==> config.mk <==
export PLATFORM = sky130hd
export DESIGN_NAME = sync_debounce_edge_flat
export DESIGN_NICKNAME = d
export VERILOG_FILES = /design/src/rtl/sync_debounce_edge_pkg.sv /design/src/rtl/sync_debounce_edge_if.sv /design/src/rtl/sync_debounce_edge_chan.sv /design/src/rtl/sync_debounce_edge.sv /design/src/flat_wrapper.sv
export SDC_FILE = /design/constraint.sdc
export NUM_CORES = 1
export LEC_CHECK = 0
export CAP_MARGIN = 20
export CORE_AREA = 2 2 39 41
export DETAILED_ROUTE_END_ITERATION = 6
export DIE_AREA = 0 0 41 43
export HOLD_SLACK_MARGIN = 0.06
export PLACE_DENSITY_LB_ADDON = 0.1
export SYNTH_ARGS = -nofsm -noshare
export SYNTH_HDL_FRONTEND = slang
export SYNTH_HIERARCHICAL = 1
export SYNTH_SLANG_ARGS = --single-unit
==> constraint.sdc <==
create_clock -name clk -period 1.5 [get_ports clk]
set_clock_uncertainty 0.05 [all_clocks]
set_input_delay 0.3 -clock clk [delete_from_list [all_inputs] [get_ports clk]]
set_output_delay 0.3 -clock clk [all_outputs]
set_load 0.02 [all_outputs]
==> src/rtl/sync_debounce_edge_pkg.sv <==
// sync_pkg: shared types and helpers for sync_debounce_edge.
// Optional feature macro: SYNC_DEBOUNCE_GLITCH_CNT_EN (glitch counter).
package sync_pkg;

    localparam int GLITCH_CNT_W = 16;

    typedef logic [GLITCH_CNT_W-1:0] glitch_cnt_t;

    localparam glitch_cnt_t GLITCH_CNT_MAX = '1;

    // Effective per-channel condition for the current cycle.
    typedef enum logic [1:0] {
        CH_IDLE    = 2'd0,   // synchronized level equals accepted level
        CH_PENDING = 2'd1,   // new level seen, still maturing
        CH_ACCEPT  = 2'd2    // new level has been stable long enough
    } chan_state_e;

    // Width of a counter that must hold 0..filter_cycles.
    function automatic int cnt_width(input int filter_cycles);
        return (filter_cycles < 1) ? 1 : $clog2(filter_cycles + 1);
    endfunction

    // Saturating accumulate of this cycle's glitch count.
    function automatic glitch_cnt_t glitch_sat_add(input glitch_cnt_t acc,
                                                   input int unsigned inc);
        int unsigned sum;
        sum = 32'(acc) + inc;
        return (sum > 32'(GLITCH_CNT_MAX)) ? GLITCH_CNT_MAX : glitch_cnt_t'(sum);
    endfunction

endpackage

==> src/rtl/sync_debounce_edge_if.sv <==
// sync_debounce_edge_if: data-side signals of the input conditioner.
// Glitch counter signals exist only with SYNC_DEBOUNCE_GLITCH_CNT_EN.
interface sync_debounce_edge_if
    import sync_pkg::*;
#(
    parameter int SIZE = 1
);
    logic [SIZE-1:0] din;
    logic [SIZE-1:0] dout;
    logic [SIZE-1:0] rise;
    logic [SIZE-1:0] fall;
`ifdef SYNC_DEBOUNCE_GLITCH_CNT_EN
    glitch_cnt_t     glitch_cnt;
    logic            glitch_clr;

    modport master (output din, output glitch_clr,
                    input  dout, input rise, input fall, input glitch_cnt);
    modport slave  (input  din, input glitch_clr,
                    output dout, output rise, output fall, output glitch_cnt);
`else
    modport master (output din,
                    input  dout, input rise, input fall);
    modport slave  (input  din,
                    output dout, output rise, output fall);
`endif
endinterface

==> src/rtl/sync_debounce_edge_chan.sv <==
// debounce_chan: one channel's stability counter, accepted level and
// registered rise/fall pulses. Glitch flag exists only with
// SYNC_DEBOUNCE_GLITCH_CNT_EN.
module debounce_chan
    import sync_pkg::*;
#(
    parameter int   FILTER_CYCLES = 4,
    parameter logic RESET_BIT     = 1'b0
) (
    input  logic clk,
    input  logic rst_n,
    input  logic s,
    output logic dout,
    output logic rise,
    output logic fall
`ifdef SYNC_DEBOUNCE_GLITCH_CNT_EN
    ,
    output logic glitch
`endif
);

    localparam int               CNT_W    = cnt_width(FILTER_CYCLES);
    localparam logic [CNT_W-1:0] CNT_LAST = CNT_W'(FILTER_CYCLES - 1);

    logic [CNT_W-1:0] cnt_q;
    chan_state_e      state;

    // Classify the cycle from the synchronized level and the run counter.
    always_comb begin
        // NOTE: default assigned first so every path drives state; no latch.
        state = CH_IDLE;
        if (s != dout) begin
            state = (cnt_q == CNT_LAST) ? CH_ACCEPT : CH_PENDING;
        end
    end

    // Counter, accepted level and edge pulses, all registered.
    always_ff @(posedge clk or negedge rst_n) begin
        // NOTE: non-blocking assignments so all flops update from pre-edge values.
        if (!rst_n) begin
            cnt_q <= '0;
            dout  <= RESET_BIT;
            rise  <= 1'b0;
            fall  <= 1'b0;
        end else begin
            rise <= 1'b0;
            fall <= 1'b0;
            case (state)
                CH_PENDING: cnt_q <= cnt_q + 1'b1;
                CH_ACCEPT: begin
                    cnt_q <= '0;
                    dout  <= s;
                    rise  <= s;
                    fall  <= ~s;
                end
                default:    cnt_q <= '0;
            endcase
        end
    end

`ifdef SYNC_DEBOUNCE_GLITCH_CNT_EN
    // A run that was maturing fell back to the accepted level.
    assign glitch = (cnt_q != '0) && (s == dout);
`endif

endmodule

==> src/rtl/sync_debounce_edge.sv <==
// sync_debounce_edge: multi-channel synchronizer + debounce filter with
// single-cycle rise/fall pulses. Defining SYNC_DEBOUNCE_GLITCH_CNT_EN adds
// a saturating glitch counter with synchronous clear.
module sync_debounce_edge
    import sync_pkg::*;
#(
    parameter int              SIZE          = 1,
    parameter int              N_STAGE       = 2,
    parameter int              FILTER_CYCLES = 4,
    parameter logic [SIZE-1:0] RESET_VAL     = '0
) (
    input logic                 clk,
    input logic                 rst_n,
    sync_debounce_edge_if.slave bus
);

    (* ASYNC_REG = "TRUE" *) logic [SIZE-1:0] sync_q [N_STAGE];

    logic [SIZE-1:0] dout_w;
    logic [SIZE-1:0] rise_w;
    logic [SIZE-1:0] fall_w;

    // Plain flop chain bringing the asynchronous inputs into clk.
    always_ff @(posedge clk or negedge rst_n) begin
        // NOTE: the chain is a handful of flops, not RAM, so it is reset to a known level.
        if (!rst_n) begin
            for (int k = 0; k < N_STAGE; k++) sync_q[k] <= RESET_VAL;
        end else begin
            sync_q[0] <= bus.din;
            for (int k = 1; k < N_STAGE; k++) sync_q[k] <= sync_q[k-1];
        end
    end

`ifdef SYNC_DEBOUNCE_GLITCH_CNT_EN
    logic [SIZE-1:0] glitch_w;
    glitch_cnt_t     glitch_cnt_q;
`endif

    for (genvar g = 0; g < SIZE; g++) begin : g_chan
        debounce_chan #(
            .FILTER_CYCLES (FILTER_CYCLES),
            .RESET_BIT     (RESET_VAL[g])
        ) u_chan (
            .clk    (clk),
            .rst_n  (rst_n),
            .s      (sync_q[N_STAGE-1][g]),
            .dout   (dout_w[g]),
            .rise   (rise_w[g]),
            .fall   (fall_w[g])
`ifdef SYNC_DEBOUNCE_GLITCH_CNT_EN
            ,
            .glitch (glitch_w[g])
`endif
        );
    end

    assign bus.dout = dout_w;
    assign bus.rise = rise_w;
    assign bus.fall = fall_w;

`ifdef SYNC_DEBOUNCE_GLITCH_CNT_EN
    // Accumulate this cycle's glitches; clear takes priority over counting.
    always_ff @(posedge clk or negedge rst_n) begin
        if (!rst_n) begin
            glitch_cnt_q <= '0;
        end else if (bus.glitch_clr) begin
            glitch_cnt_q <= '0;
        end else begin
            glitch_cnt_q <= glitch_sat_add(glitch_cnt_q, $countones(glitch_w));
        end
    end

    assign bus.glitch_cnt = glitch_cnt_q;
`endif

endmodule

==> src/flat_wrapper.sv <==
// flat-port wrapper written by rule: the top's interface ports become plain ports
module sync_debounce_edge_flat import sync_pkg::*;
#(
    parameter int              SIZE          = 1,
    parameter int              N_STAGE       = 2,
    parameter int              FILTER_CYCLES = 4,
    parameter logic [SIZE-1:0] RESET_VAL     = '0
)
  (clk, rst_n, bus_din, bus_dout, bus_rise, bus_fall);
  sync_debounce_edge_if #(.SIZE(SIZE)) bus_i ();
  input logic clk;
  input logic rst_n;
  input wire logic [$bits(bus_i.din)-1:0] bus_din;
  output wire logic [$bits(bus_i.dout)-1:0] bus_dout;
  output wire logic [$bits(bus_i.rise)-1:0] bus_rise;
  output wire logic [$bits(bus_i.fall)-1:0] bus_fall;
  assign bus_i.din = bus_din;
  assign bus_dout = bus_i.dout;
  assign bus_rise = bus_i.rise;
  assign bus_fall = bus_i.fall;
  sync_debounce_edge #(.SIZE(SIZE), .N_STAGE(N_STAGE), .FILTER_CYCLES(FILTER_CYCLES), .RESET_VAL(RESET_VAL)) u_core (.clk(clk), .rst_n(rst_n), .bus(bus_i));
endmodule
**Wires at chosen ports, followed through buffers**

Scale bar: 10 um.
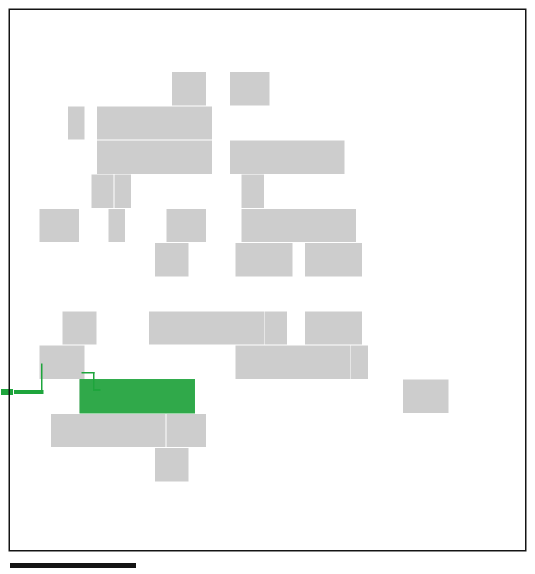
port	color	direction	end cells	buffers	wire
bus_din	green	input	1	1	7.00 um
port buffer count: 5
I/O pin total: 6

**Placed cells, one color a class**

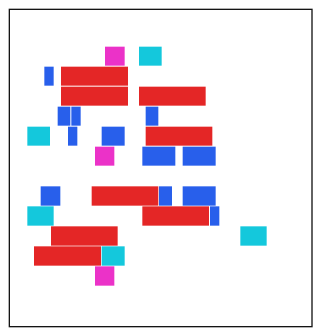
class	color	cells
remaining logic cells	blue	12
clock-net drivers	magenta	3
remaining buffers and delay cells	cyan	5
registers	red	8
row count: 14
sequential cell area share: 53.7%
Core ar.: 0.00138 mm^2

==> ci_impl_report.md <==
### Metrics collected by this job

| Metric | Value |
|---|---|
| Final wirelength | `424 um` |
| Combinational power | `143 uW` |
| Post-synth area from yosys stat | `284 um^2` |
| Leading cell types in the layout, fill and taps excluded | `dfrtp_1 (8), clkbuf_4 (3), dlygate4sd2_1 (3)` |
| First-pass GRT wire length | `786 um` |
| Sw frac | `28.7%` |
| Worst-path clk slew | `50 ps` |
| Yosys Instances | `20` |
| EDFF count, synth | `0` |
| GR peak layer | `met4` |
| Placed inst area | `354 um^2` |
| Ys flops | `8` |
| Register share after synthesis | `70.5%` |
| AND-OR/OR-AND Cells, Area Fraction | `1.76%` |
| Top pwr grp | `sequential cells` |
| Taps Inserted | `16` |
| Worst Max-Slew Pin Slew | `357 ps` |
| Cts hold-fix bufs | `0` |
| Die Area | `0.00176 mm^2` |
| Worst VDD drop | `0.000435 V` |
| Top sig layer | `met3` |
| Largest logic family | `simple AND/OR/NAND/NOR gates` |
| PostCTS Resize Cnt | `3` |
| Clk sinks | `8` |
| Simple-Gate Area Share | `13.2%` |
| Met2 Use GR | `8.44%` |
| Cell breakdown of the critical path | `dlygate4sd2_1` |
| Post-route setup slack | `151 ps` |
| Share of layout cells above drive strength 1 | `14.3%` |
| Post-synthesis cell area | `284 um^2` |
| Post-route ant nets | `0` |
| Leak | `0.182 nW` |
| Nets | `35` |
| Drt initial violations | `1` |
| Largest regs | `u_core/g_chan.u_chan/cnt_q x3, u_core/sync_q x2` |
| Total power draw | `590 uW` |
| H-Tree Depth | `1` |
| Max reg flops | `3` |
| Status | `finished clean` |
| Logic area | `76.3 um^2` |
| Via count | `169` |
| WP data required | `1150 ps` |
| Power in sequential cells | `290 uW` |
| Hold Crit Class | `in -> async` |
| Hpwl dp | `316 um` |
| Biggest Area Class | `registers` |
| Met1 wire length | `183 um` |
| Worst EP arrival | `1000 ps` |
| Worst setup endpoint | `bus_dout` |
| Fmax | `741 MHz` |
| Initial Utilization | `20.5%` |
| Slowest cell delay on critical path | `400 ps` |
| Fillers | `149` |
| Combinational share of cell area | `20.5%` |
| Non-clk invs | `2` |
| Dominant cells by area after synthesis | `dfrtp_1 (70%), ha_1 (8.8%), nor3b_2 (4.4%), nor3_1 (3.5%), xnor2_1 (3.1%)` |
| Layout clock area frac | `6.04%` |
| Number of global-route vias before repair | `190` |
| Family with the most delay on the worst path | `flip-flops` |
| Cell count after synthesis | `20` |
| WHS | `279 ps` |
| Buffer depth of the longest clock path | `2` |
| Post-synthesis xor/xnor area fraction | `3.08%` |
| Setup TNS | `0 ps` |
| Mean Syn Cell Area | `14.2 um^2` |
| Top FF cell, synth | `dfrtp_1` |
| CTS Root Cell | `clkbuf_4` |
| Fin crit period | `1350 ps` |
| Adder share | `8.81%` |
| Post-placement cell count | `41` |
| Area leader share | `70.5%` |
| Mux frac, synth | `0%` |
| Cell area after layout | `373 um^2` |
| PD cells | `1580 mW/mm^2` |
Power figures rest on the tool's default switching activity, not on a simulated workload.
